--- config.mk ---
export PLATFORM = sky130hd
export DESIGN_NAME = multicycle_state_seq
export DESIGN_NICKNAME = d
export VERILOG_FILES = /design/src/rtl/multicycle_state_seq.sv
export SDC_FILE = /design/constraint.sdc
export NUM_CORES = 1
export LEC_CHECK = 0
export CORE_MARGIN = 3
export CORE_UTILIZATION = 40
export CTS_CLUSTER_DIAMETER = 30
export DETAILED_ROUTE_END_ITERATION = 6
export PLACE_DENSITY = 0.68
export SLEW_MARGIN = 30
export SYNTH_ARGS = -nofsm -noshare
export SYNTH_HDL_FRONTEND = slang
export SYNTH_SLANG_ARGS = --single-unit
--- constraint.sdc ---
create_clock -name CLK -period 4.21 [get_ports CLK]
set_clock_uncertainty 0.1 [all_clocks]
set_input_delay 1.263 -clock CLK [delete_from_list [all_inputs] [get_ports CLK]]
set_output_delay 1.263 -clock CLK [all_outputs]
set_load 0.005 [all_outputs]
--- src/rtl/multicycle_state_seq.sv ---
// multicycle_state_seq
// Registered phase sequencer for the multi-cycle CPU (IF/ID/EXE/MEM/WB).
// The state advances once per cycle from a latched opcode class and honours
// stall, memory-wait and a sticky halt.
//
// Optional feature macro: MULTICYCLE_PERF_CNT_EN (adds perf_instr/perf_cycles).
//
// Ports:
//   CLK          in   rising-edge clock
//   RST_n        in   asynchronous active-low reset
//   opcode       in   instruction opcode, sampled while in ID
//   stall        in   freeze state and all registers this cycle
//   mem_ready    in   memory access complete (IF fetch, MEM load/store)
//   state        out  current state register
//   next_state   out  combinational next state (equals state when held)
//   ir_write     out  combinational: IF completes this cycle
//   instr_done   out  combinational: leaving a non-IF state for IF
//   halted       out  sticky halt flag
//   instr_cycles out  saturating cycle count of the current instruction
//   perf_instr   out  (macro only) retired instruction count, wraps
//   perf_cycles  out  (macro only) non-halted cycle count, wraps
module multicycle_state_seq #(
  parameter int unsigned          OPCODE_W = 6,
  parameter logic [OPCODE_W-1:0]  BEQ_OP   = 6'b110100,
  parameter logic [OPCODE_W-1:0]  LW_OP    = 6'b110001,
  parameter logic [OPCODE_W-1:0]  HALT_OP  = 6'b111111,
  parameter bit                   MEM_WAIT = 1'b1,
  parameter int unsigned          CNT_W    = 4
) (
  input  logic                CLK,
  input  logic                RST_n,
  input  logic [OPCODE_W-1:0] opcode,
  input  logic                stall,
  input  logic                mem_ready,
  output logic [2:0]          state,
  output logic [2:0]          next_state,
  output logic                ir_write,
  output logic                instr_done,
  output logic                halted,
`ifdef MULTICYCLE_PERF_CNT_EN
  output logic [31:0]         perf_instr,
  output logic [31:0]         perf_cycles,
`endif
  output logic [CNT_W-1:0]    instr_cycles
);

  localparam logic [2:0] S_IF   = 3'b000;
  localparam logic [2:0] S_ID   = 3'b001;
  localparam logic [2:0] S_AEXE = 3'b110;
  localparam logic [2:0] S_BEXE = 3'b101;
  localparam logic [2:0] S_CEXE = 3'b010;
  localparam logic [2:0] S_MEM  = 3'b011;
  localparam logic [2:0] S_AWB  = 3'b111;
  localparam logic [2:0] S_CWB  = 3'b100;

  localparam logic [CNT_W-1:0] CNT_MAX = '1;

  logic [OPCODE_W-1:0] op_q;
  logic [2:0]          op_class;
  logic                mem_wait;
  logic                hold;
  logic                leave_id;
  logic                entering_if;

  assign op_class = opcode[OPCODE_W-1 -: 3];

  // Memory wait only applies to the phases that touch memory.
  assign mem_wait    = MEM_WAIT && ((state == S_IF) || (state == S_MEM)) && !mem_ready;
  assign hold        = stall || halted || mem_wait;
  assign leave_id    = (state == S_ID) && !hold;
  assign entering_if = (next_state == S_IF) && (state != S_IF);

  // State register
  always_ff @(posedge CLK or negedge RST_n) begin
    if (!RST_n) begin
      state <= S_IF;
    end else begin
      state <= next_state;
    end
  end

  // Next-state decode; everything after ID looks at op_q, not the live opcode
  always_comb begin
    next_state = S_IF;
    if (hold) begin
      next_state = state;
    end else begin
      case (state)
        S_IF:   next_state = S_ID;
        S_ID: begin
          if (opcode == HALT_OP) begin
            next_state = S_IF;
          end else begin
            case (op_class)
              3'b110:  next_state = (opcode == BEQ_OP) ? S_BEXE : S_CEXE;
              3'b111:  next_state = S_IF;
              default: next_state = S_AEXE;
            endcase
          end
        end
        S_AEXE: next_state = S_AWB;
        S_BEXE: next_state = S_IF;
        S_CEXE: next_state = S_MEM;
        S_MEM:  next_state = (op_q == LW_OP) ? S_CWB : S_IF;
        S_AWB:  next_state = S_IF;
        S_CWB:  next_state = S_IF;
        default: next_state = S_IF;
      endcase
    end
  end

  // Control pulses
  always_comb begin
    ir_write   = 1'b0;
    instr_done = 1'b0;
    if (!hold) begin
      ir_write   = (state == S_IF);
      instr_done = entering_if;
    end
  end

  // Opcode latch and sticky halt
  always_ff @(posedge CLK or negedge RST_n) begin
    if (!RST_n) begin
      op_q   <= '0;
      halted <= 1'b0;
    end else if (leave_id) begin
      op_q <= opcode;
      if (opcode == HALT_OP) begin
        halted <= 1'b1;
      end
    end
  end

  // Per-instruction cycle counter: memory-wait cycles still count,
  // stall and halt freeze it.
  always_ff @(posedge CLK or negedge RST_n) begin
    if (!RST_n) begin
      instr_cycles <= '0;
    end else if (!stall && !halted) begin
      if (entering_if) begin
        instr_cycles <= '0;
      end else if (instr_cycles != CNT_MAX) begin
        instr_cycles <= instr_cycles + CNT_W'(1);
      end
    end
  end

`ifdef MULTICYCLE_PERF_CNT_EN
  // Free-running performance counters, wrap modulo 2^32
  always_ff @(posedge CLK or negedge RST_n) begin
    if (!RST_n) begin
      perf_instr  <= '0;
      perf_cycles <= '0;
    end else begin
      if (instr_done) begin
        perf_instr <= perf_instr + 32'd1;
      end
      if (!halted) begin
        perf_cycles <= perf_cycles + 32'd1;
      end
    end
  end
`endif

endmodule

run_1/final_clocks.png
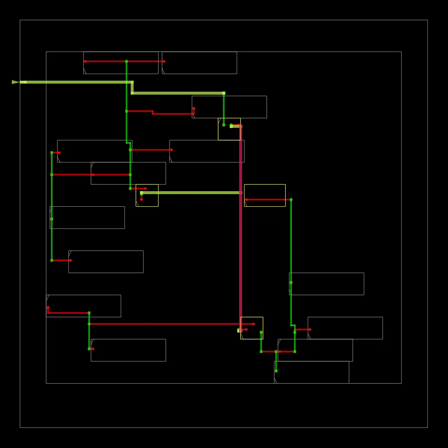
Clock Sinks: 14
reported clock group power: 101 µW
Clk Latency, worst-skew pair: 0.29 ns
number of clock buffers inserted by TritonCTS: 3

run_1/metal_stack.png
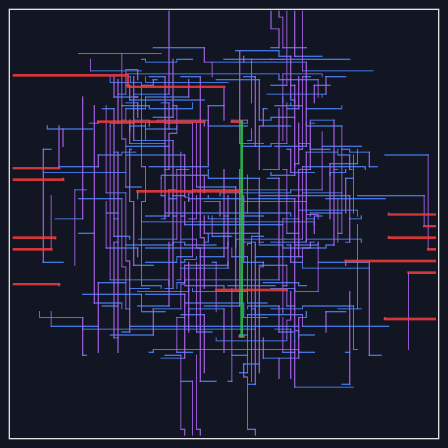
- met3: red (wire length 118 µm)
- met4: green (wire length 25.2 µm)
- met2: purple (wire length 1130 µm)
- met1: blue (wire length 986 µm)

run_1/gate_families.png
The bar under the picture is 20 µm long.
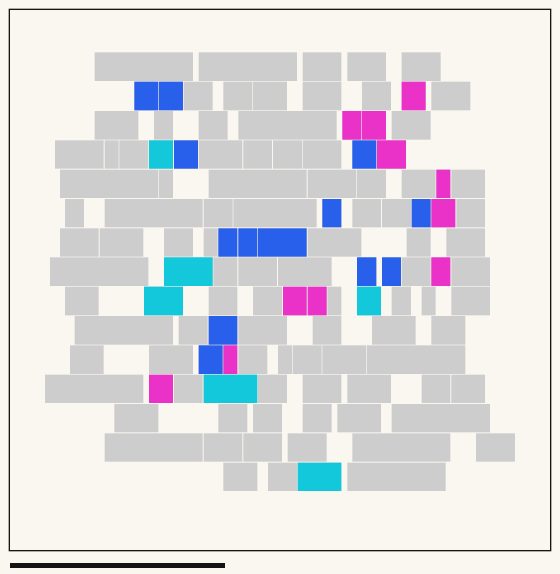
- NAND gates: magenta (cells 11)
- inverting AOI/OAI gates: blue (cells 13)
- AND and OR gates: cyan (cells 6)

==> run notes, run 1 <==
Results of the flow run.

The flow ran to the end, and the final reports show no timing, DRC or antenna violations. Combinational cells consume a total of 478 µW. TritonCTS built the clock tree. The net count after synthesis stands at 84. The net count of the finished layout is 134. Adding up every negative setup slack in the final design gives 0 ns. Of the total synthesized cell area, the portion taken by AND-OR and OR-AND cells is 0.135.

The share of the yosys chip area belonging to registers stands at 0.449. The layout summary lists the proportion of cells stronger than drive strength 1 as 0.385. The worst setup path is launched from an input port. The summed standard-cell area reported by yosys stands at 779 µm².

The worst-case hold slack stands at 0.416 ns. The number of non-clock buffers stands at 46. The number of endpoints failing setup at the final stage stands at 0.

The hold violation total from the final report stands at 0. The via count of the first global-routing pass is 846. The min-delay analysis places its worst path in the category reg2reg. The largest net degree at the start of global routing stands at 15.

The first-pass GRT wire length stands at 4060 µm. At the worst endpoint, the required time is 2.85 ns. The largest register by flop count is op_q. Per the placement log, port buffering inserted 22 buffers. The maximum clock insertion buffer count stands at 2. The largest cell class by area is logic gates.

Among the non-sequential cells, simple AND/OR/NAND/NOR gates take the most area. The number of cells in Yosys stat stands at 73.
## run 1: cells by family (layout without fill, tap and decap cells)
group / after synthesis / in the layout
multiplexers: 8 / 8
buffers and inverters: 3 / 52
XOR/XNOR: 1 / 1
flip-flops: 14 / 14
AND-OR/OR-AND: 16 / 16
AND/OR/NAND/NOR: 30 / 30
adder cells (fa/ha/maj): 1 / 1
## run 1: synthesized netlist by cell type
library cell               count  area, µm²
sky130_fd_sc_hd__and3b_4       1       12.5
sky130_fd_sc_hd__or2_2         1       6.26
sky130_fd_sc_hd__inv_1         2       7.51
sky130_fd_sc_hd__nor4_4        1       21.3
sky130_fd_sc_hd__and3_1        2       12.5
sky130_fd_sc_hd__clkbuf_1      1       3.75
sky130_fd_sc_hd__a41o_2        1       11.3
sky130_fd_sc_hd__ha_1          1       12.5
sky130_fd_sc_hd__a22oi_1       1       7.51
sky130_fd_sc_hd__xnor2_1       1       8.76
sky130_fd_sc_hd__or4b_4        1       13.8
sky130_fd_sc_hd__nor3_1        1       5.00
sky130_fd_sc_hd__o21ai_0       4       20.0
sky130_fd_sc_hd__nand3_1       3       15.0
sky130_fd_sc_hd__mux2_2        6       67.6
sky130_fd_sc_hd__nor2_1        5       18.8
sky130_fd_sc_hd__and4b_1       1       10.0
sky130_fd_sc_hd__a21oi_1       2       10.0
sky130_fd_sc_hd__nand2b_1      2       12.5
sky130_fd_sc_hd__nor4bb_1      1       10.0
sky130_fd_sc_hd__nand3b_1      1       7.51
sky130_fd_sc_hd__nor2b_1       3       18.8
sky130_fd_sc_hd__dfrtp_1      14        350
sky130_fd_sc_hd__nor4b_1       1       8.76
sky130_fd_sc_hd__mux2i_1       2       20.0
sky130_fd_sc_hd__a31oi_1       5       31.3
sky130_fd_sc_hd__nand2_1       3       11.3
sky130_fd_sc_hd__nand4_1       2       12.5
sky130_fd_sc_hd__o211a_1       1       10.0
sky130_fd_sc_hd__nor3b_1       1       7.51
sky130_fd_sc_hd__a21o_1        1       7.51
sky130_fd_sc_hd__o21bai_1      1       7.51
## run 1: worst paths after layout
| kind | endpoint | slack, ns |
|---|---|---|
| worst min-delay path | op_q[4] | 0.42 |
| max in group asynchronous | op_q[4] | 2.33 |
| worst min register to register | op_q[4] | 0.42 |
| worst max register to register | instr_cycles[2] | 2.28 |
| min in group asynchronous | op_q[2] | 1.26 |
| worst max-delay path | instr_done | 0.06 |
## run 1: critical path, cell delays in order
cell and delay (ns):
sky130_fd_sc_hd__dlygate4sd2_1 0.24, sky130_fd_sc_hd__or4b_4 0.51, sky130_fd_sc_hd__nor2b_4 0.14, sky130_fd_sc_hd__o211a_1 0.23, sky130_fd_sc_hd__buf_6 0.12, sky130_fd_sc_hd__and3_1 0.15, sky130_fd_sc_hd__buf_2 0.12
## run 1: timing repair
action | 4_1_cts | 5_1_grt
hold buffers | 0 | 0
setup buffers | 10 | 2
resized | 20 | 7
cloned | 0 | 0
endpoints found under the setup margin | 5 | 3
pin swaps | 7 | 3
## run 1: per-layer routing
layer	track usage	part of all wire	wire, µm	vias to the layer above
li1	-	-	-	374
met1	0.274	0.44	985	377
met2	0.361	0.50	1130	20
met3	0.0504	0.052	117	3
met4	0.0691	0.011	25	0
met5	0	0	0	-
==> run 2, diff against run 1 <==
--- a/config.mk
+++ b/config.mk
@@ -5,7 +5,6 @@
 export SDC_FILE = /design/constraint.sdc
 export NUM_CORES = 1
 export LEC_CHECK = 0
-export CORE_MARGIN = 3
 export CORE_UTILIZATION = 40
 export CTS_CLUSTER_DIAMETER = 30
 export DETAILED_ROUTE_END_ITERATION = 6
==> run 2 against run 1 <==
Worst setup slack better by 0.0021 ns. Non-clock buffer count fell by 9. Global-route usage fell by 0.92 points. Via count fell by 8.9%. Critical path depth fell by 3. Clock-buffer cell count is 1 lower. Core utilization down 5.3 points. Sequential share of layout area is 2.3 points higher. Maximum frequency is essentially flat.
==> run notes, run 2 <==
Results of the flow run.

After synthesis, the share of flip-flops with an asynchronous set or reset is 1.00. The setup check on the worst reg-to-reg path leaves a slack of 2.47 ns. The run finished with clean final reports. The layout net count stands at 125. The post-synth count of flops with an enable pin is 0. The detailed router used layers up to and including met4. The detailed router reports a met2 wire length of 770 µm.

For this design, the CTS-stage hold fixing added 0 buffers. Setup repair after global routing left no endpoint under its margin. CTS added clock buffers totalling 3. The total overflow reported by the global router stands at 0. In the final layout, flip-flops and latches occupy 350 µm².

The share of synthesized area in the top cell type comes to 0.449. The met1 layer wirelength in the final routing stands at 904 µm. The via count of the first global-routing pass stands at 705.

In this run the tool buffered the top-level ports with 22 buffer cells. The cell sitting at the root of the clock tree is a sky130_fd_sc_hd__clkbuf_4. Counting endpoints that fail hold in the final report gives 0. The largest net degree at the start of global routing stands at 15. Sorting the synthesis cell report by count puts at the top sky130_fd_sc_hd__dfrtp_1. The share of the yosys chip area belonging to registers stands at 0.449. The final critical-path required period stands at 4.14 ns. Looking at the cell usage after synthesis, the top flip-flop cell is sky130_fd_sc_hd__dfrtp_1. The type recorded for the worst min-delay path is reg2reg.

STA puts the critical path data required time at 2.85 ns. Counting every net in the synthesized netlist gives 84. STA classifies the critical path startpoint as an input port. The fraction of final layout cells sized beyond drive strength 1 stands at 0.304. After synthesis, the most frequently instantiated cells are sky130_fd_sc_hd__dfrtp_1 (14), sky130_fd_sc_hd__mux2_2 (6), sky130_fd_sc_hd__a31oi_1 (5), sky130_fd_sc_hd__nor2_1 (5), sky130_fd_sc_hd__o21ai_0 (4). The first global-routing pass estimated 3110 µm of wire. The amount of wire on met3 after detailed routing stands at 102 µm. In this run the critical register-to-register path is captured at instr_cycles[1]. The worst-case hold slack stands at 0.398 ns.

Ranked by flip-flop count, first place goes to op_q. TritonCTS built the clock tree. The CTS sink count stands at 14. The summed standard-cell area reported by yosys stands at 779 µm². sky130_fd_sc_hd__dfrtp_1 takes more of the synthesized area than any other cell.
==> run 2: worst max-delay path by stage <==
stage	start	to	depth (start not counted)
3_3_place_gp	opcode[0]	instr_done	6
4_1_cts	opcode[1]	instr_done	7
5_1_grt	opcode[4]	next_state[1]	7
2_1_floorplan	opcode[0]	instr_done	4
6_report	mem_ready	ir_write	4
3_5_place_dp	opcode[0]	instr_done	6
==> run 2: logic make-up (layout without fill, tap and decap cells) <==
group,Yosys count,after routing,share of synthesized area
compound gates,16,16,0.135
mux,8,8,0.112
fa+ha+maj,1,1,0.0160
buf+inv,3,42,0.0144
simple gates,30,30,0.262
xor+xnor,1,1,0.0112
flops,14,14,0.449
==> run 2: repair_timing <==
action / CTS / global route
setup buffers: 4 / 1
endpoints found under the setup margin: 5 / 2
pin swaps: 4 / 3
gates resized: 16 / 3
==> run 2: cell type report <==
cell class / instances / area share
multi-input cells: 56 / 0.374
flip-flops and latches: 14 / 0.299
repair buffers: 37 / 0.274
well taps: 25 / 0.0267
clock buffers: 3 / 0.0193
inverters: 2 / 0.00642
==> run 2: power by group through the flow <==
stage,clock network [mW],logic (mW),registers [mW]
global route,0.0806,0.441,0.284
finish,0.0719,0.399,0.275
CTS,0.0751,0.402,0.273
detailed placement,0,0.378,0.276
floorplan,0,0.198,0.253
global placement,0,0.377,0.271
==> run 2: layer usage <==
metal	vias up	track usage
met4	0	0.0882
met3	4	0.0471
met5	-	0
met2	26	0.301
met1	317	0.292
li1	358	-
==> run 2: critical path, stage by stage <==
cell and delay (ns):
sky130_fd_sc_hd__clkdlybuf4s50_1 0.47, sky130_fd_sc_hd__nor2b_1 0.23, sky130_fd_sc_hd__nor4b_1 0.26, sky130_fd_sc_hd__clkdlybuf4s50_1 0.55
==> run 2: stage by stage <==
| stage | total power [mW] | TNS (ns) |
|---|---|---|
| 2_1_floorplan | 0.450 | 0 |
| 3_3_place_gp | 0.648 | -1.32 |
| 3_5_place_dp | 0.654 | -1.35 |
| 4_1_cts | 0.750 | 0 |
| 5_1_grt | 0.806 | 0 |
| 6_report | 0.746 | 0 |
run_2/registers.png
Other sequential cells in the stronger gray, the rest of the logic in the fainter gray.
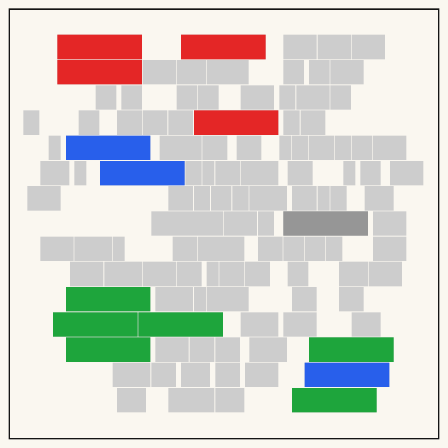
- op_q: green (placed flops 6)
- state: blue (placed flops 3)
- instr_cycles: red (placed flops 4)
- not colored: 1

==> run 3, diff against run 2 <==
--- a/config.mk
+++ b/config.mk
@@ -6,9 +6,10 @@
 export NUM_CORES = 1
 export LEC_CHECK = 0
 export CORE_UTILIZATION = 40
-export CTS_CLUSTER_DIAMETER = 30
+export CTS_CLUSTER_DIAMETER = 80
 export DETAILED_ROUTE_END_ITERATION = 6
 export PLACE_DENSITY = 0.68
+export SKIP_CTS_REPAIR_TIMING = 1
 export SLEW_MARGIN = 30
 export SYNTH_ARGS = -nofsm -noshare
 export SYNTH_HDL_FRONTEND = slang
==> run 3 against run 2 <==
Sequential share of layout area fell by 0.19 points. Synthesized cell count is the same. Hold slack better by 0.0037 ns. Critical path type unchanged. Largest cell class unchanged.
==> run notes, run 3 <==
Results of the flow run.

The fraction of final layout cells sized beyond drive strength 1 stands at 0.291. CTS saw 14 sinks. The area fraction of the largest cell type after synthesis is 0.449. The insertion delay at the late pin of the worst-skew pair stands at 0.27 ns.

Setup repair after global routing left no endpoint under its margin. The sequential cell area stands at 350 µm². Listed in order, past its start point the critical path passes clkdlybuf4s50_1 -> or2_2 -> o21ai_0 -> o211a_1 -> and3_1 -> dlymetal6s2s_1. By area the synthesized netlist is led by sky130_fd_sc_hd__dfrtp_1 (45%), sky130_fd_sc_hd__mux2_2 (8.7%), sky130_fd_sc_hd__a31oi_1 (4.0%).

For the finished layout, the period the worst path requires is 4.11 ns. Total power for the finished layout comes to 737 µW. Among all stages on the critical path, the largest delay is contributed by sky130_fd_sc_hd__clkdlybuf4s50_1. The count of library flops with an enable pin stands at 0.

The OpenROAD report gives the critical path a required time of 2.85 ns. The longest incremental delay of any stage on the critical path is reported as 0.45 ns. Counting along the longest clock path gives a buffer depth of 2. When the netlist entered floorplanning its net count stood at 84.

Entering global routing, the biggest net connects 15 pins. In this design, the largest share of critical-path delay is due to buffers and inverters. The via count of the first global-routing pass stands at 681. The fraction of synthesis flops using an asynchronous set or reset pin stands at 1.00. The path length in cells of the critical path stands at 6. TritonCTS built the clock tree.

op_q holds more flip-flops than any other register. The number of endpoints failing setup at the final stage stands at 0. The largest total area in the synthesized netlist belongs to sky130_fd_sc_hd__dfrtp_1. The flow ran to the end, and the final reports show no timing, DRC or antenna violations. In this run the critical register-to-register path is captured at instr_cycles[1]. According to the hold report, the worst path is of the reg2reg type. The hold violation total from the final report stands at 0.
run 3: how the worst min path moves through the flow:
stage / start / to / slack [ns] / depth (start not counted)
after floorplan: op_q[0] / op_q[0] / 0.37 / 1
after global placement: op_q[5] / op_q[5] / 0.38 / 1
after detailed placement: op_q[5] / op_q[5] / 0.39 / 1
after CTS: op_q[5] / op_q[5] / 0.41 / 1
after global routing: op_q[5] / op_q[5] / 0.43 / 1
final: op_q[5] / op_q[5] / 0.40 / 1
run 3: power groups by stage:
stage / clock network (mW) / registers, mW / logic, mW
after floorplan: 0 / 0.253 / 0.198
after global placement: 0 / 0.271 / 0.377
after detailed placement: 0 / 0.276 / 0.378
after CTS: 0.0751 / 0.272 / 0.382
after global routing: 0.0801 / 0.285 / 0.430
final: 0.0716 / 0.276 / 0.389
run 3: layer usage:
| layer | wire length (µm) | track usage |
|---|---|---|
| met1 | 933 | 0.299 |
| met2 | 805 | 0.285 |
| met3 | 92 | 0.0431 |
| met4 | 36 | 0.0941 |
| met5 | 0 | 0 |
run 3: cell type report:
cell class	count	area share
Clock buffer	3	0.0191
Inverter	2	0.00638
Multi-Input combinational cell	56	0.368
Sequential cell	14	0.298
Tap cell	25	0.0266
Timing Repair Buffer	35	0.283
run 3: cells by family (layout without fill, tap and decap cells):
kind of cell             count (synthesis)  after routing  share of synthesized area
AND/OR/NAND/NOR                         30             30                      0.262
AND-OR/OR-AND                           16             16                      0.135
flip-flops                              14             14                      0.449
multiplexers                             8              8                      0.112
buffers and inverters                    3             40                     0.0144
adder cells (fa/ha/maj)                  1              1                     0.0160
XOR/XNOR                                 1              1                     0.0112
run 3: worst reg2reg max path: cells and delay by family, from the launching register on:
family	cells	cell delay (ns)
and+or+nand+nor	1	0.36
muxes	1	0.23
buffers and inverters	1	0.15
DFF	1	0.44
AOI/OAI and AO/OA	2	0.35
run_3/gate_families.png
The bar under the picture is 10 µm long.
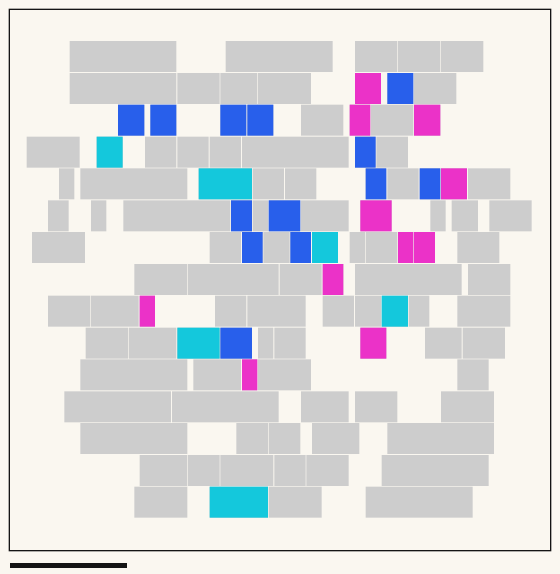
- inverting AOI/OAI gates: blue (cells 13)
- NAND gates: magenta (cells 11)
- AND and OR gates: cyan (cells 6)


==> gallery <==
Ports around the boundary.
Pins as bars across the die edge, other pins in gray.
panel A
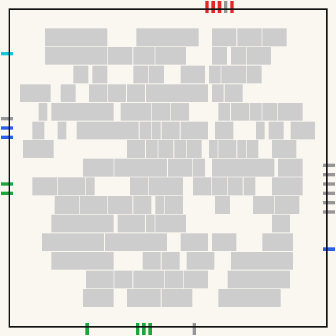
panel B
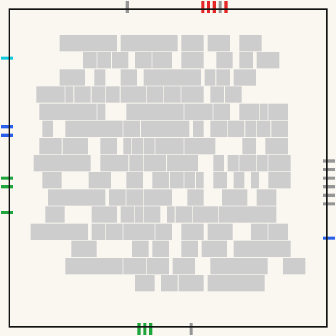
Panel A is run 3.
Panel B is run 1.

Key to panel A:
- instr_cycles: red (pins 4; direction output; edge top)
- CLK: cyan (pins 1; direction input; edge left)
- next_state: blue (pins 3; direction output; edge 2 left, 1 right)
- opcode: green (pins 6; direction input; edge 4 bottom, 2 left)
- all pins by edge: 7 right, 6 left, 5 top, 5 bottom

Power is estimated from default activity; no workload was simulated.
